<file path="src/rtl/buff_en_mc_pkg.sv">
// Shared token types and channel-index helpers for the multi-channel token buffer.
package buff_en_mc_pkg;

  function automatic int ch_w(input int n);
    return (n > 1) ? $clog2(n) : 1;
  endfunction

  localparam int NUM_CH_DFLT = 4;
  localparam int CH_W_DFLT   = ch_w(NUM_CH_DFLT);

  typedef logic [CH_W_DFLT-1:0] ch_idx_t;

  typedef struct packed {
    logic       v;
    logic       a;
    logic       c;
    logic       r;
    logic [6:0] i;
    logic [31:0] d;
  } FTk_t;

  typedef struct packed {
    logic n;
    logic t;
    logic v;
    logic c;
  } BTk_t;

endpackage

</file>
<file path="src/rtl/buff_en_mc_ring_buff_ch.sv">
// One channel's ring buffer; head is combinational, writes gated by token valid and space.
// A write into a full buffer is accepted only when the head is read in the same cycle.
module buff_en_mc_ring_buff_ch
  import buff_en_mc_pkg::*;
#(
  parameter int  DEPTH_BUFF = 16,
  parameter type TYPE_FWRD  = FTk_t,
  localparam int WIDTH      = $clog2(DEPTH_BUFF)
) (
  input  logic           clock,
  input  logic           reset,
  input  logic           I_We,
  input  logic           I_Re,
  input  TYPE_FWRD       I_FTk,
  output TYPE_FWRD       O_FTk,
  output logic [WIDTH:0] O_Num,
  output logic           O_Empty,
  output logic           O_Full
);

  TYPE_FWRD         mem [DEPTH_BUFF];
  logic [WIDTH-1:0] wr_ptr;
  logic [WIDTH-1:0] rd_ptr;
  logic [WIDTH:0]   num;
  logic             we;

  assign O_Full  = (num == (WIDTH+1)'(DEPTH_BUFF));
  assign O_Empty = (num == '0);
  assign O_Num   = num;
  assign O_FTk   = mem[rd_ptr];
  assign we      = I_We & I_FTk.v & (~O_Full | I_Re);

  always_ff @(posedge clock) begin
    if (reset) begin
      wr_ptr <= '0;
      rd_ptr <= '0;
      num    <= '0;
    end else begin
      if (we)   wr_ptr <= wr_ptr + 1'b1;
      if (I_Re) rd_ptr <= rd_ptr + 1'b1;
      case ({we, I_Re})
        2'b10:   num <= num + 1'b1;
        2'b01:   num <= num - 1'b1;
        default: num <= num;
      endcase
    end
  end

  // Storage is not reset; stale entries are unreachable once pointers clear.
  always_ff @(posedge clock) begin
    if (we) mem[wr_ptr] <= I_FTk;
  end

endmodule

</file>
<file path="src/rtl/buff_en_mc.sv">
// NUM_CH ring buffers merged onto one output via round-robin (or fixed priority when
// BUFF_EN_MC_PRIO_EN is defined), with per-channel Nack hysteresis and downstream stall.
module buff_en_mc
  import buff_en_mc_pkg::*;
#(
  parameter int  NUM_CH     = 4,
  parameter int  DEPTH_BUFF = 16,
  parameter int  THRESH_HI  = DEPTH_BUFF - 3,
  parameter int  THRESH_LO  = 4,
  parameter type TYPE_FWRD  = FTk_t,
  localparam int CH_W       = ch_w(NUM_CH),
  localparam int WIDTH      = $clog2(DEPTH_BUFF)
) (
  input  logic              clock,
  input  logic              reset,
  input  logic [NUM_CH-1:0] I_We,
  input  logic              I_Re,
  input  TYPE_FWRD          I_FTk [NUM_CH],
  output BTk_t              O_BTk [NUM_CH],
  output TYPE_FWRD          O_FTk,
  output logic [CH_W-1:0]   O_Ch,
  input  BTk_t              I_BTk,
  output logic [NUM_CH-1:0] O_Empty,
  output logic [NUM_CH-1:0] O_Full
);

  TYPE_FWRD          head [NUM_CH];
  logic [WIDTH:0]    num  [NUM_CH];
  logic [NUM_CH-1:0] rd_sel;
  logic [NUM_CH-1:0] r_nack;
  logic [CH_W-1:0]   grant;
  logic              found;
  logic              do_rd;
  logic              r_stop;
  logic              prev_n;

  for (genvar c = 0; c < NUM_CH; c++) begin : g_ch
    buff_en_mc_ring_buff_ch #(
      .DEPTH_BUFF(DEPTH_BUFF),
      .TYPE_FWRD (TYPE_FWRD)
    ) u_buff (
      .clock  (clock),
      .reset  (reset),
      .I_We   (I_We[c]),
      .I_Re   (rd_sel[c]),
      .I_FTk  (I_FTk[c]),
      .O_FTk  (head[c]),
      .O_Num  (num[c]),
      .O_Empty(O_Empty[c]),
      .O_Full (O_Full[c])
    );

    assign rd_sel[c] = do_rd & (grant == CH_W'(c));
    assign O_BTk[c]  = '{n: r_nack[c], t: I_BTk.t, v: I_BTk.v, c: I_BTk.c};
  end

`ifdef BUFF_EN_MC_PRIO_EN
  // Descending scan so the lowest-index non-empty channel is the final assignment.
  always_comb begin
    grant = '0;
    found = 1'b0;
    for (int i = NUM_CH - 1; i >= 0; i--) begin
      if (!O_Empty[i]) begin
        grant = CH_W'(i);
        found = 1'b1;
      end
    end
  end
`else
  logic [CH_W-1:0] last_grant;
  logic [CH_W-1:0] cand;

  // Descending offset scan: the nearest channel after last_grant wins.
  always_comb begin
    grant = '0;
    found = 1'b0;
    cand  = '0;
    for (int i = NUM_CH; i >= 1; i--) begin
      cand = CH_W'((int'(last_grant) + i) % NUM_CH);
      if (!O_Empty[cand]) begin
        grant = cand;
        found = 1'b1;
      end
    end
  end

  always_ff @(posedge clock) begin
    if (reset)      last_grant <= CH_W'(NUM_CH - 1);
    else if (do_rd) last_grant <= grant;
  end
`endif

  assign do_rd = I_Re & ~r_stop & found;
  assign O_FTk = do_rd ? head[grant] : '0;
  assign O_Ch  = do_rd ? grant : '0;

  always_ff @(posedge clock) begin
    if (reset) begin
      r_stop <= 1'b0;
      prev_n <= 1'b0;
      r_nack <= '0;
    end else begin
      prev_n <= I_BTk.n;
      // Release needs Nack low both now and in the previous cycle.
      if (I_BTk.n)      r_stop <= 1'b1;
      else if (!prev_n) r_stop <= 1'b0;
      for (int c = 0; c < NUM_CH; c++) begin
        if (num[c] >= (WIDTH+1)'(THRESH_HI))     r_nack[c] <= 1'b1;
        else if (num[c] < (WIDTH+1)'(THRESH_LO)) r_nack[c] <= 1'b0;
      end
    end
  end

endmodule
</file>
<file path="config.mk">
export PLATFORM = sky130hd
export DESIGN_NAME = buff_en_mc
export DESIGN_NICKNAME = d
export VERILOG_FILES = /design/src/rtl/buff_en_mc_pkg.sv /design/src/rtl/buff_en_mc_ring_buff_ch.sv /design/src/rtl/buff_en_mc.sv
export SDC_FILE = /design/constraint.sdc
export NUM_CORES = 2
export LEC_CHECK = 0
export CAP_MARGIN = 10
export CORE_UTILIZATION = 59
export DETAILED_ROUTE_END_ITERATION = 10
export PLACE_DENSITY_LB_ADDON = 0.2
export RECOVER_POWER = 25
export SLEW_MARGIN = 40
export SYNTH_ARGS = -nofsm -noshare
export SYNTH_HDL_FRONTEND = slang
export SYNTH_SLANG_ARGS = --single-unit
</file>
<file path="constraint.sdc">
create_clock -name clock -period 10.65 [get_ports clock]
set_input_delay 2.13 -clock clock [delete_from_list [all_inputs] [get_ports clock]]
set_output_delay 2.13 -clock clock [all_outputs]
set_load 0.005 [all_outputs]
</file>
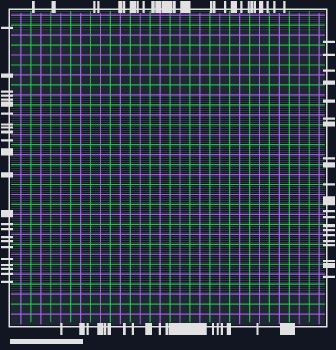
floorplan.png
Scale bar: 100 um. Pins as bars on the die edge.
| color | net |
|---|---|
| purple | VSS |
| green | VDD |
met5 straps: 31
signal pins: 252
Core Box Area: 183100 um^2
overall die width: 431.4 um

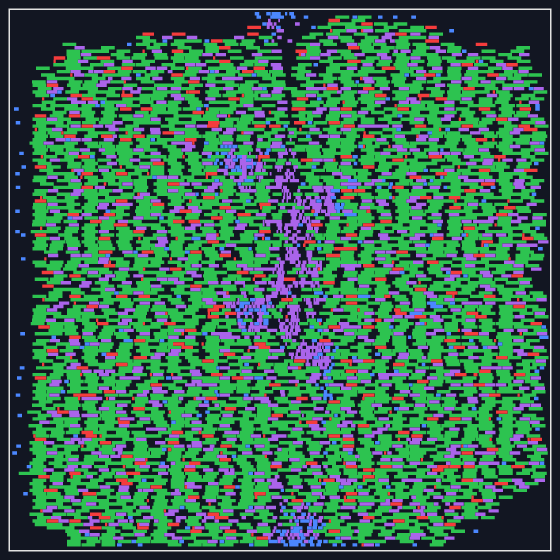
class_map.png
| color | class | cells |
|---|---|---|
| purple | remaining logic cells | 1419 |
| red | clock drivers and dummy loads | 492 |
| blue | remaining buffers and delay cells | 351 |
| green | registers | 2828 |
row count: 157
area of all placed cells without fillers: 123300 um^2
share of cell area taken by flip-flops and latches: 68.31%
Core Util, Final: 67.33%

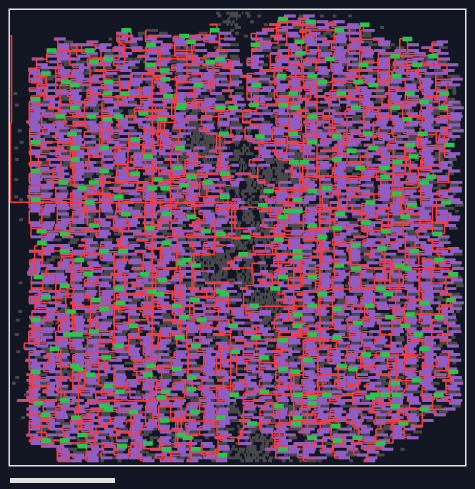
clock_wires.png
Scale bar: 100 um.
[red] clock wires | length: 30.1 mm
[green] clock-net drivers | count: 291
[purple] flip-flops | count: 2828
flops lie: spread over the die
fraction of power consumed by the clock network: 34.3%
latest clock arrival within the worst-skew pair: 930 ps

## synth_stat cells, types with 7 or more instances
cell type,n
sky130_fd_sc_hd__edfxtp_1,2752
sky130_fd_sc_hd__mux4_2,860
sky130_fd_sc_hd__clkbuf_1,173
sky130_fd_sc_hd__mux2i_1,101
sky130_fd_sc_hd__dfxtp_1,76
sky130_fd_sc_hd__nor2_1,52
sky130_fd_sc_hd__buf_1,51
sky130_fd_sc_hd__o22ai_1,46
sky130_fd_sc_hd__ha_1,35
sky130_fd_sc_hd__nand2_1,32
sky130_fd_sc_hd__inv_1,31
sky130_fd_sc_hd__a21oi_1,29
sky130_fd_sc_hd__buf_4,21
sky130_fd_sc_hd__o21ai_0,20
sky130_fd_sc_hd__nor3_1,17
sky130_fd_sc_hd__xor2_1,17
sky130_fd_sc_hd__and3_1,16
sky130_fd_sc_hd__or3_1,14
sky130_fd_sc_hd__and4_1,11
sky130_fd_sc_hd__buf_2,9
sky130_fd_sc_hd__nand3_1,9
sky130_fd_sc_hd__and4b_1,8
sky130_fd_sc_hd__nor4_1,8
sky130_fd_sc_hd__buf_6,7
## cells by family (layout without fill, tap and decap cells)
logic type | after synthesis | count (layout)
AND/OR/NAND/NOR | 202 | 202
other | 0 | 19
AND-OR/OR-AND | 154 | 154
XOR/XNOR | 23 | 23
adder cells (fa/ha/maj) | 36 | 36
multiplexers | 971 | 971
buffers and inverters | 294 | 876
flip-flops | 2828 | 2828
## path summary, 6_finish.rpt
path / endpoint / slack (ps) / depth (start not counted)
worst min register to register: r_stop / 470 / 2
worst min-delay path: r_stop / 470 / 2
worst max register to register: g_ch[2].u_buff.O_Num[4] / 5580 / 15
worst max-delay path: O_FTk[26] / 2940 / 8
## metrics by stage
step	hold slack [ps]	setup slack, ps	utilization [%]
finish	469.7	2940	67.33
CTS	474.3	2911	67.28
global route	491.9	2829	67.32
floorplan	432.5	2439	-
detailed placement	460.1	3490	62.59
global placement	449.4	3071	62.41
## flip-flops by register name, summed over array words and instances, names as in the netlist, named ones only
| signal | flops |
|---|---|
| g_ch.u_buff.mem | 2752 |
| g_ch.u_buff.O_Num | 20 |
| g_ch.u_buff.rd_ptr | 16 |
| g_ch.u_buff.wr_ptr | 16 |
| r_nack | 4 |
| last_grant | 2 |
| prev_n | 1 |
| r_stop | 1 |
## critical path, stage by stage (launching register included)
cell and delay, ps:
sky130_fd_sc_hd__dfxtp_1 390, sky130_fd_sc_hd__or4_4 590, sky130_fd_sc_hd__or4_4 540, sky130_fd_sc_hd__o211a_1 360
sky130_fd_sc_hd__nand2_8 420, sky130_fd_sc_hd__buf_4 730, sky130_fd_sc_hd__mux2i_1 830, sky130_fd_sc_hd__o22ai_1 200
sky130_fd_sc_hd__clkdlybuf4s50_1 490
## per-layer routing
layer | GRT usage [%] | wire length (um) | up-vias | part of all wire (%)
met4 | 14.47 | 14740 | 32 | 5.5
met2 | 47.23 | 133000 | 2395 | 50
met5 | 0 | 193 | - | 0.072
li1 | - | - | 20260 | -
met3 | 6.109 | 21970 | 533 | 8.2
met1 | 38.11 | 96410 | 27030 | 36
==> out/results.tsv <==
metric	value	unit
first-pass GRT wire length	376.3	mm
Cells after DPL	7061	
violated checks	max-capacitance violations, max-slew violations	
number of hold-repair buffers added at the cts stage	0	
final count of pins violating max slew	34	
Final Instance Count excl. Fillers	7573	
buffers outside the clock class	351	
count of maximum capacitance violations	1	
routability-driven placement congestion ratio	0.8184	
clock-pin slew on the worst setup and hold paths	60	ps
CP arrival	5580	ps
number of nets at floorplan	4727	
Inverters, non-clock	33	
Area Growth Syn to Fin	13.32	%
share of power burned in combinational logic	19.9	%
asr flop ratio synth	0	%
Max-area cell share	75.97	%
post-synthesis share of cell area spent on and-or and or-and gates	0.9650	%
result of the run	finished, violations left	
root cell of the clock tree	sky130_fd_sc_hd__clkbuf_16	
post-detailed-route via-to-cell ratio	6.634	
sequential cell power	12.5	mW
Power figures rest on the tool's default switching activity, not on a simulated workload.
